### config.mk
export PLATFORM = sky130hd
export DESIGN_NAME = booth_mul_seq
export DESIGN_NICKNAME = d
export VERILOG_FILES = /design/src/rtl/booth_mul_pkg.sv /design/src/rtl/booth_step.sv /design/src/rtl/booth_mul_seq.sv
export SDC_FILE = /design/constraint.sdc
export NUM_CORES = 1
export LEC_CHECK = 0
export CORE_MARGIN = 4
export CORE_UTILIZATION = 54
export DETAILED_ROUTE_END_ITERATION = 10
export PLACE_DENSITY = 0.86
export SETUP_SLACK_MARGIN = 0.3
export SKIP_CTS_REPAIR_TIMING = 1
export SYNTH_ARGS = -nofsm -noshare
export SYNTH_HDL_FRONTEND = slang
export SYNTH_SLANG_ARGS = --single-unit
### constraint.sdc
create_clock -name clk -period 3.7 [get_ports clk]
set_clock_uncertainty 0.1 [all_clocks]
set_input_delay 0.37 -clock clk [delete_from_list [all_inputs] [get_ports clk]]
set_output_delay 0.37 -clock clk [all_outputs]
set_load 0.01 [all_outputs]
### src/rtl/booth_mul_pkg.sv
// Shared types and helpers for the sequential radix-2 Booth multiplier.
package booth_mul_pkg;

   typedef enum logic [1:0] {
      StIdle = 2'b00,
      StRun  = 2'b01,
      StDone = 2'b10
   } state_e;

   typedef enum logic [1:0] {
      OpNop = 2'b00,
      OpAdd = 2'b01,
      OpSub = 2'b10
   } booth_op_e;

   // Ceiling log2, used to size the iteration counter.
   function automatic int unsigned clog2(input int unsigned v);
      int unsigned r;
      r = 0;
      for (int unsigned p = 1; p < v; p = p << 1) begin
         r++;
      end
      return r;
   endfunction

   function automatic booth_op_e booth_decode(input logic q0, input logic q_m1);
      unique case ({q0, q_m1})
         2'b01:   return OpAdd;
         2'b10:   return OpSub;
         default: return OpNop;
      endcase
   endfunction

endpackage

### src/rtl/booth_step.sv
// One Booth iteration: conditional add/subtract of M into A, then arithmetic
// shift right of {A, Q, q_m1} by one bit.
module booth_step
   import booth_mul_pkg::*;
#(
   parameter int unsigned W = 17
) (
   input  logic [W-1:0] acc,
   input  logic [W-1:0] mq,
   input  logic         q_m1,
   input  logic [W-1:0] m,
   output logic [W-1:0] acc_next,
   output logic [W-1:0] mq_next,
   output logic         q_m1_next
);

   booth_op_e    op;
   logic [W-1:0] sum;

   always_comb begin
      op  = booth_decode(mq[0], q_m1);
      sum = acc;
      unique case (op)
         OpAdd:   sum = acc + m;
         OpSub:   sum = acc - m;
         default: sum = acc;
      endcase
      acc_next  = {sum[W-1], sum[W-1:1]};
      mq_next   = {sum[0], mq[W-1:1]};
      q_m1_next = mq[0];
   end

endmodule

### src/rtl/booth_mul_seq.sv
// Sequential radix-2 Booth multiplier, signed or unsigned WIDTH-bit operands,
// one iteration per clock, start/busy/done handshake.
module booth_mul_seq
   import booth_mul_pkg::*;
#(
   parameter int unsigned WIDTH = 16
) (
   input  logic                 clk,
   input  logic                 rst,
   input  logic                 start,
   input  logic                 signed_mode,
   input  logic [WIDTH-1:0]     a,
   input  logic [WIDTH-1:0]     b,
   output logic                 busy,
   output logic                 done,
   output logic [2*WIDTH-1:0]   product
);

   localparam int unsigned W    = WIDTH + 1;
   localparam int unsigned CntW = clog2(WIDTH + 2);

   state_e              state_q, state_d;
   logic [W-1:0]        acc_q, acc_d;
   logic [W-1:0]        mq_q, mq_d;
   logic [W-1:0]        m_q, m_d;
   logic                qm1_q, qm1_d;
   logic [CntW-1:0]     cnt_q, cnt_d;
   logic [2*WIDTH-1:0]  product_q, product_d;

   logic [W-1:0]        acc_step;
   logic [W-1:0]        mq_step;
   logic                qm1_step;

   booth_step #(
      .W (W)
   ) u_step (
      .acc       (acc_q),
      .mq        (mq_q),
      .q_m1      (qm1_q),
      .m         (m_q),
      .acc_next  (acc_step),
      .mq_next   (mq_step),
      .q_m1_next (qm1_step)
   );

   always_ff @(posedge clk) begin
      if (rst) begin
         state_q   <= StIdle;
         acc_q     <= '0;
         mq_q      <= '0;
         m_q       <= '0;
         qm1_q     <= 1'b0;
         cnt_q     <= '0;
         product_q <= '0;
      end else begin
         state_q   <= state_d;
         acc_q     <= acc_d;
         mq_q      <= mq_d;
         m_q       <= m_d;
         qm1_q     <= qm1_d;
         cnt_q     <= cnt_d;
         product_q <= product_d;
      end
   end

   always_comb begin
      state_d   = state_q;
      acc_d     = acc_q;
      mq_d      = mq_q;
      m_d       = m_q;
      qm1_d     = qm1_q;
      cnt_d     = cnt_q;
      product_d = product_q;

      unique case (state_q)
         StIdle, StDone: begin
            if (start) begin
               // One extra operand bit keeps unsigned values positive and keeps
               // M away from the most-negative value, so add/sub never overflows.
               m_d     = signed_mode ? {a[WIDTH-1], a} : {1'b0, a};
               mq_d    = signed_mode ? {b[WIDTH-1], b} : {1'b0, b};
               acc_d   = '0;
               qm1_d   = 1'b0;
               cnt_d   = CntW'(WIDTH + 1);
               state_d = StRun;
            end else if (state_q == StDone) begin
               state_d = StIdle;
            end
         end
         StRun: begin
            acc_d = acc_step;
            mq_d  = mq_step;
            qm1_d = qm1_step;
            cnt_d = cnt_q - 1'b1;
            if (cnt_q == CntW'(1)) begin
               product_d = {acc_step[WIDTH-2:0], mq_step};
               state_d   = StDone;
            end
         end
         default: state_d = StIdle;
      endcase
   end

   assign busy    = (state_q == StRun);
   assign done    = (state_q == StDone);
   assign product = product_q;

endmodule
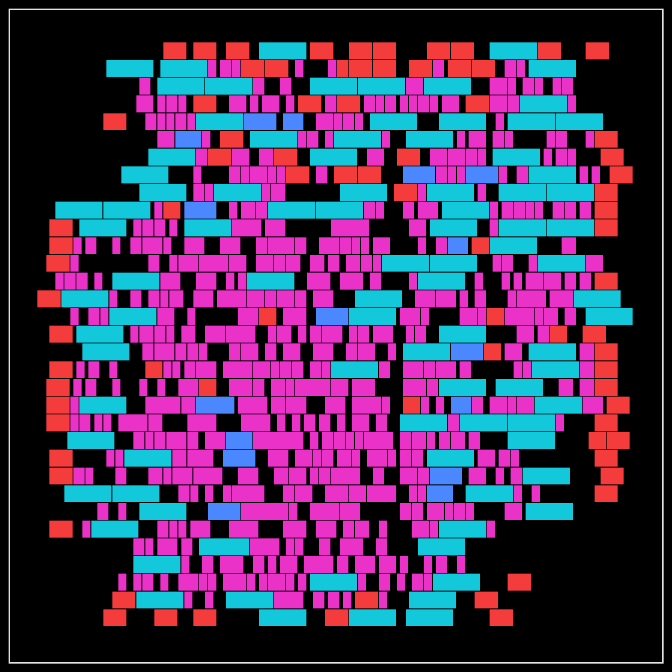
Figure 1: placement by cell class.
class	color	cells
clock drivers and dummy loads	blue	16
sequential cells	cyan	90
remaining buffers and delay cells	red	79
combinational and other logic	magenta	458
row cnt: 33
Core Area: 8217 um2

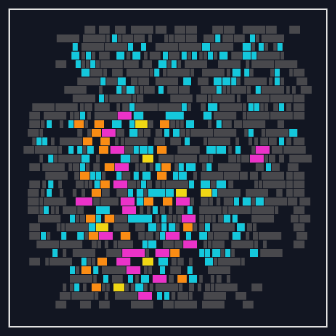
Figure 2: gate-type map.
family	color	cells	most used
xor and xnor cells	orange	26	xnor2_1
aoi and oai cells	cyan	155	a21oi_1
fa/ha/maj cells	magenta	21	ha_1
mux cells	yellow	7	mux2i_1
most instantiated logic cell after routing: nand2_1
Post-Layout Cell Count: 748
logic share of the area: 47.18%

==> metrics.yaml <==
yosys:
  ff_type: "dfxtp_1"
  netlist_area_um2: 4581
  top_cell_area_share_pct: 39.33
  simple_gate_area_share_pct: 21.36
  most_common_cell: "nand2_1"
  synth_flop_count: 90
  synthArstFlopShare_pct: 0
  synthTopCellsByArea: "dfxtp_1, a21oi_1, nand2_1"
  adder_share_pct: 5.900
  syn-mean-instance-area_um2: 7.857
  syn-num-nets: 640
  ys_seq_share_pct: 39.33
  mux_area_share_pct: 1.584
  ys_types: 58
  yosys_area_um2: 4581
  common_cells: "nand2_1, dfxtp_1, a21oi_1"
  synthTopLogicFamily: "AND-OR/OR-AND gates"
  xor_area_share_pct: 4.971
  ys_cells: 583
  ys_warn_count: 0
  netlist_instances: 583
  yosys.area_share.aoi_pct: 22.89
  yosysTopAreaCell: "dfxtp_1"
worst_setup_path:
  worstSetupEndpointType: "flop"
  cp.required_ns: 3.90
  r2r_start: "mq_q[0]$_SDFFE_PP0P_"
  r2r-end: "product[30]$_SDFFE_PP0P_"
  path_buffers: 0
  cp.arrival_ns: 3.43
  slowest_delay_ns: 0.46
  crit_chain: "ha_2, mux2_2, fa_1, nor2b_4, o31a_1, o31ai_4, a31oi_1, mux2_1, or3_1, a21oi_1"
  cp.depth: 10
  cpMaxStageDelayCell: "fa_1"
  ff2ff_path_depth: 10
  ff2ff_setup_slack_ns: 0.47
  cp_max_fo: 10
  worstSetupPathType: "flop to flop"
  critical-path-top-delay-family: "adder cells"
  startpoint_type: "flop"
final_timing:
  fin_crit_ns: 3.234
  tightest_slew_ns: 1.131
  setup_viol_count_final: 0
  drv_slew: 0
  max_freq_mhz: 309.3
  max_slew_margin_pct: 24.58
  hold_violations: 0
  finalCritPeriodShare_pct: 87.39
  hold_ws_ns: 0.3607
  tns_ns: 0
placed_design:
  dp_hpwl_mm: 8.264
  gp_congestion: 1.025
route:
  first_pass_iters: 5
  detail_route.vias_per_cell: 5.798
  postRouteAntennaNets: 0
  drt_first_iter_violations: 408
  wl_mm: 11.45
  drcViolationCount: 0
  num_vias: 4337
grt:
  grt_max_degree: 51
  grt_first_pass_wirelength_mm: 19.00
  grt_pass1_vias: 4058
  grt_usage_pct: 23.20
  antenna_found_initial: 0
  grt.overflow.total: 0
clocking:
  cts_max_level: 3
  cts_tree: "built"
  numCtsBuffers: 9
  root_buffer: "clkbuf_8"
  clockBufferDepth: 2
power_and_ir_drop:
  leakage_nw: 2.018
  peakVddDrop_mv: 0.2845
  p_per_area_nw_per_um2: 428.3
outcome:
  status: "complete, no violations"
floorplan:
  die_x_um: 100.1
  num_io_pins: 70
  die-area_um2: 10020
  initial_core_util_pct: 55.75
min_path:
  hold_end: "product[12]$_SDFFE_PP0P_"
  holdPathStages: 2
  min-delay-start: "product[12]$_SDFFE_PP0P_"
  holdCritPathClass: "flop to flop"
final_layout:
  layout-drive-gt1-share_pct: 6.998
  fin_nets: 695
  antenna_cells: 0
  synthToLayoutAreaGrowth_pct: 21.69
flow_run:
  warnings: 27
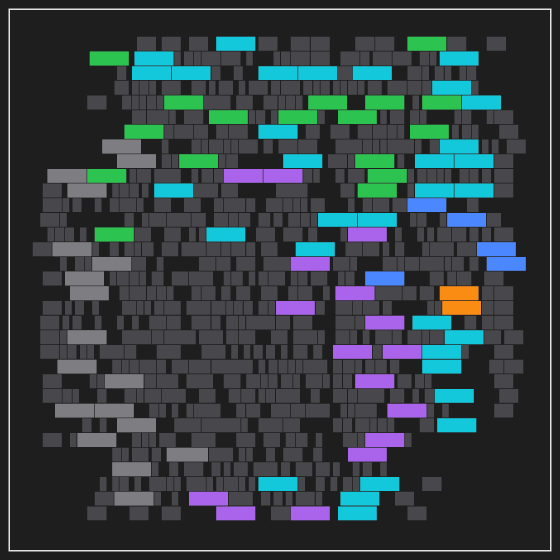
Figure 3: where the registers sit.
Other sequential cells in the stronger gray, the rest of the logic in the fainter gray.
signal	color	sequential cells
product	cyan	32
mq_q	green	17
state_q	orange	2
acc_q	purple	16
cnt_q	blue	5
not colored	18
fraction of area in registers: 32.35%
Final Util: 67.84%
Seq power: 1.06 mW

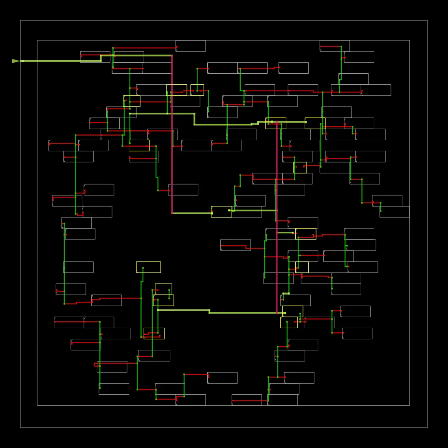
Figure 4: clock wiring as the flow saved it.
Layout clock buffers: 9
clock latency on the worst-skew pair: 0.37 ns
CTS sink count: 90

==> layout by cell type, fill, tap and decap left out, types with 6 or more instances in the layout <==
cell and n:
a22oi_1 22, nand2_1 106, xnor2_1 22, nand3_1 17, a211oi_1 10, inv_1 11, a31oi_1 8, a21oi_1 80
nand2b_1 6, buf_4 10, clkbuf_8 9, nor2_1 55, clkdlybuf4s50_1 68, o21ai_0 15, dfxtp_1 89, ha_1 19
nor3_1 15
==> worst max path at each step <==
stage                         startpoint                  endpoint  slack (ns)
finish              mq_q[0]$_SDFFE_PP0P_  product[30]$_SDFFE_PP0P_        0.47
global route         m_q[2]$_SDFFE_PP0P_  product[31]$_SDFFE_PP0P_        0.26
CTS                 mq_q[0]$_SDFFE_PP0P_    acc_q[15]$_SDFFE_PP0P_        0.38
detailed placement  mq_q[0]$_SDFFE_PP0P_    acc_q[15]$_SDFFE_PP0P_        0.41
global placement      qm1_q$_SDFFE_PP0P_    acc_q[13]$_SDFFE_PP0P_        0.55
floorplan             qm1_q$_SDFFE_PP0P_    acc_q[13]$_SDFFE_PP0P_        0.64
==> report_power, final <==
part	internal, mW	switching [mW]
registers	1.02	0.0429
logic	0.272	0.372
clock network	0.272	0.411
total	1.56	0.827
==> layout make-up <==
| cell class | count | area, um2 |
|---|---|---|
| clock buffer | 9 | 123.9 |
| fill | 691 | 2643 |
| clock inverter | 7 | 76.32 |
| sequential | 90 | 1803 |
| timing repair buffer | 79 | 760.7 |
| multi-input combinational | 445 | 2630 |
| tap | 105 | 131.4 |
| inverter | 13 | 48.80 |
==> worst reg2reg max path, delay by kind of cell, from the launching register on <==
family | cells | cell delay [ns]
AOI/OAI and AO/OA | 4 | 0.64
adders and majority gates | 2 | 0.77
DFF | 1 | 0.38
muxes | 2 | 0.76
and+or+nand+nor | 2 | 0.50
==> stage by stage <==
| stage | worst slack (ns) | cell area [um2] | utilization, % | power, mW | std cells |
|---|---|---|---|---|---|
| after floorplan | 0.6404 | 4581 | - | 1.522 | 583 |
| after global placement | 0.5451 | 5338 | 64.96 | 1.674 | 731 |
| after detailed placement | 0.4135 | 5338 | 64.96 | 1.702 | 731 |
| after CTS | 0.3762 | 5538 | 67.40 | 2.374 | 747 |
| after global routing | 0.2607 | 5574 | 67.84 | 2.506 | 748 |
| final | 0.4665 | 5574 | 67.84 | 2.387 | 748 |
==> sequential cells by signal, summed over array words and instances (netlist names) <==
| name | count |
|---|---|
| product | 32 |
| m_q | 17 |
| mq_q | 17 |
| acc_q | 16 |
| cnt_q | 5 |
| state_q | 2 |
| qm1_q | 1 |
==> cell families (layout without fill, tap and decap cells) <==
group                    count (synthesis)  in the layout
AND/OR/NAND/NOR                        224            224
AND-OR/OR-AND                          167            167
flip-flops                              90             90
buffers and inverters                   48            108
XOR/XNOR                                26             26
adder cells (fa/ha/maj)                 21             21
multiplexers                             7              7
==> layer usage <==
layer / vias up / track usage [%] / share of wire, %
li1: 2153 / - / -
met1: 2024 / 30.88 / 45
met2: 139 / 38.12 / 47
met3: 21 / 4.587 / 6.2
met4: 0 / 7.254 / 2.0
met5: - / 0 / 0
Power figures rest on the tool's default switching activity, not on a simulated workload.
